==> images/registers.png <==
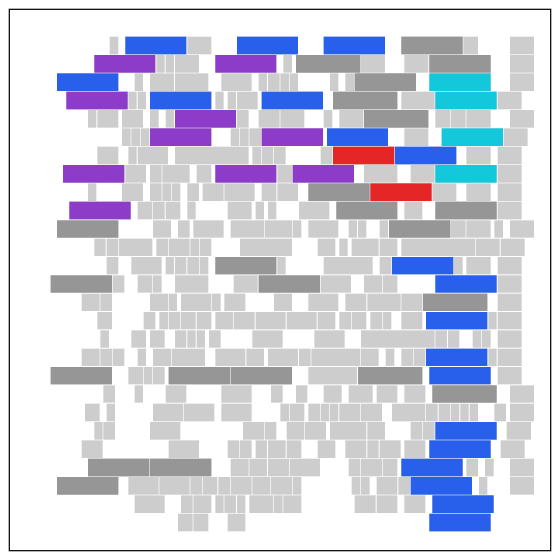
==> images/wire_density.png <==
Scale bar: 20 µm. The die is cut into 16 by 16 equal tiles; black is low, pale yellow is high, scaled to the fullest tile. Values are wire area over tile area, all layers added.
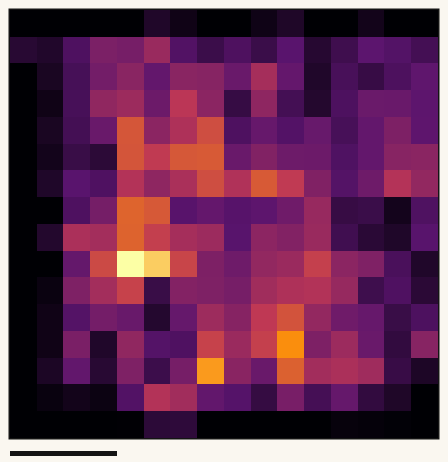
==> images/cell_classes.png <==
Fill, decap, tap and diode cells in gray.
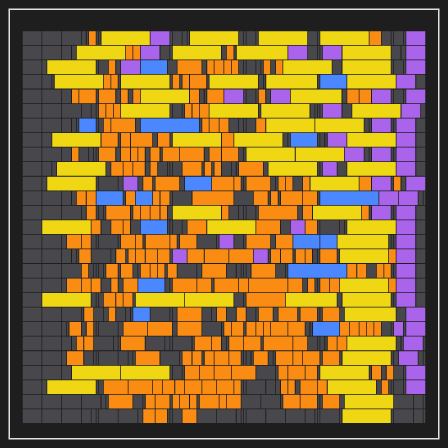
Design vga_scan_out_flat, sky130hd; sources not shown.
==> summary.txt <==
yosys + openroad results -> Syn Area/Cell 10.04 µm², post_cts resized 0, status finished, final reports clean, width of the die 80.06 µm, Post-synth regs 58, post-route ant nets 0, yosys simple share 19.54%, most common logic cells in the final layout dfrtp_1 (52), nand2_1 (46), clkdlybuf4s50_1 (40), PortBufs 41, grt ovf 0, chip area in the Yosys report 0.003182 mm², CP endpoint kind register, Max Slew Vio Count 0, worst-skew pair later-pin latency 0.33 ns, layer with the highest usage met2, H-tree lvl count 3, via count 2,412, vias in the first global route 2,401, initial antenna violation count 0, NetSw 0.0003607 W, min Tclk post-route 2.875 ns, clk root buf clkbuf_8, synth warn 0, Peak supply drop 0.2404 mV, # diodes 0, CP max FO 10, DP Worst Slack 0.2790 ns, layout cells sized above 1 10.44%, Worst Path Required 3.37 ns, pin slew with the least headroom to its limit 0.5909 ns, fraction of registers with async set/reset 100.0%, Largest register FFs 19, Power Density 433.2 mW/mm², Hold Vio Cnt, Final 0, XOR Share, Synth 5.781%, Syn-to-layout area delta 21.75%, Pre-antenna DRT Iters 7, maximum clock rate 0.3479 GHz, die area 0.006410 mm², Finish-stage setup viols 0, register share after synthesis 45.85%, syn_nets 350, Clk. pwr 0.000858 W, yosys adder share 10.70%, combinational share of power 3.6%, met3 GRT Util 3.820%, Num CTS Buffers 9, drt drc 0, GPL Wtd Cong 0.8281, critical path startpoint category register, Worst Slack Setup Final 0.2455 ns, Register-to-Register Path Depth 9, Post-Syn Area 0.003182 mm², Post-CTS Setup Bufs 0, internal power 0.001318 W, tool warning count 29, Final Cycle Share 92.13%, RSZ-0062 raised after global routing no, clock group share of total power 51.1%, Synth cell types 55, first-pass GRT wire length 11,440 µm, internal reg-to-reg setup slack 0.25 ns, gr usage total 23.90%, nets 392, CTS sink cnt 58, EDFF count, synth 0, critical path data arrival time 3.12 ns, Worst Setup Path Type register to register, Pre-Place Util 57.43%, most numerous logic cell after layout dfrtp_1, pin count of the biggest net entering global routing 33, GR Util met1 31.13%, vias per cell 5.532, clk_skew 0.005464 ns, Slew HR 60.19%, HPWL Detailed 4645 µm, CTS Buffer Depth 2, CTS tree done, Complex Gates by Area 12.47%, met2 usage in global routing 38.00%, Top pwr grp the clock network, clk slew on worst S/H paths 0.07 ns, Top logic family simple AND/OR/NAND/NOR gates, Leakage 1.760 nW, sequential group share of total power 45.3%, die y size 80.06 µm, # IOs 42, HP Class register to register, Synth Flop Type dfrtp_1, Post-Syn Instances 317, yosys cell count 317, Hold Path Depth 0, Mux area share 0.9831%, Iteration-0 DRC Markers 144, MaxCap Viol Count 0, Comb. pwr 0.0000599 W, switch share 21.49%, Hold Buf Count CTS 1, TNS Setup 0 ns
Back to the opening pictures, registers.png:
Purple shows u_core.hcnt, sequential cells 10. Cyan shows u_core.vga_b, sequential cells 4, where upper right. Blue shows u_core.fb.addr, sequential cells 19. Red shows u_core.show_d, sequential cells 2.
Another 23 sequential cells are not colored.
sequential cell power: 0.000760 W
post-layout util: 69.92%
flop share of the area: 37.66%

Back to the opening pictures, wire_density.png:
The mean over all tiles is 0.16. The fullest tile reaches 0.65. The densest ninth of the die: center.
WL per Instance: 15.22 µm
Routed WL: 6637 µm

Back to the opening pictures, cell_classes.png:
Yellow shows flops, cells 58, share of their area 39%. Orange shows all other logic, cells 242, share of their area 43%. Purple shows other buffers and delay cells, cells 48, share of their area 12%. Blue shows clock drivers and dummy loads, cells 16, share of their area 6.6%.
Row Count: 27
final instance area: 0.003874 mm²
Placeable Area: 0.005540 mm²

==> final cells by class <==
class | count | area, µm²
Clock buffer | 9 | 123.9
Clock inverter | 7 | 125.1
Fill cell | 393 | 1667
Inverter | 11 | 41.29
Multi-Input combinational cell | 231 | 1574
Sequential cell | 58 | 1459
Tap cell | 72 | 90.09
Timing Repair Buffer | 48 | 460.4
==> synth_stat cells, drive strengths merged, types with 3 or more instances <==
library cell,instances,area [µm²]
o211ai,3,22.52
nor4,3,40.04
nand4,3,18.77
dfstp,6,157.7
inv,10,37.54
nand2b,4,25.02
o21ai,29,145.1
nand3b,3,22.52
ha,24,300.3
o31ai,4,30.03
nor3,4,20.02
nand3,15,75.07
a21oi,8,40.04
nand2,46,172.7
xor2,12,105.1
and3,9,56.30
nor2b,5,31.28
a21o,4,30.03
xnor2,9,78.83
clkbuf,5,21.27
dfrtp,52,1301
buf,12,86.33
a211oi,4,47.54
nor2,17,63.81
==> per-layer routing <==
| metal | vias to the layer above | routed length, µm |
|---|---|---|
| li1 | 1184 | - |
| met1 | 1134 | 3015 |
| met2 | 84 | 3180 |
| met3 | 10 | 335 |
| met4 | 0 | 106 |
| met5 | - | 0 |
==> critical path, stage by stage, from the launching register on <==
cell and delay (ns):
dfrtp_1 0.49, ha_1 0.24, ha_1 0.24, fa_1 0.49, nor3b_1 0.23, mux2i_1 0.13, a211oi_1 0.30, nand3_1 0.18
or3b_1 0.39, o211ai_1 0.10
==> metrics by stage <==
stage	power, W	instances	utilization [%]	hold WS (ns)	cell area (µm²)
after global routing	0.001738	436	69.92	0.3641	3874
after global placement	0.0008339	419	65.24	0.3340	3615
after floorplan	0.0008020	317	-	0.01641	3182
after CTS	0.001698	436	69.92	0.3527	3874
final	0.001678	436	69.92	0.3512	3874
after detailed placement	0.0008344	419	65.24	0.3362	3615
Power and IR drop assume default switching activity.
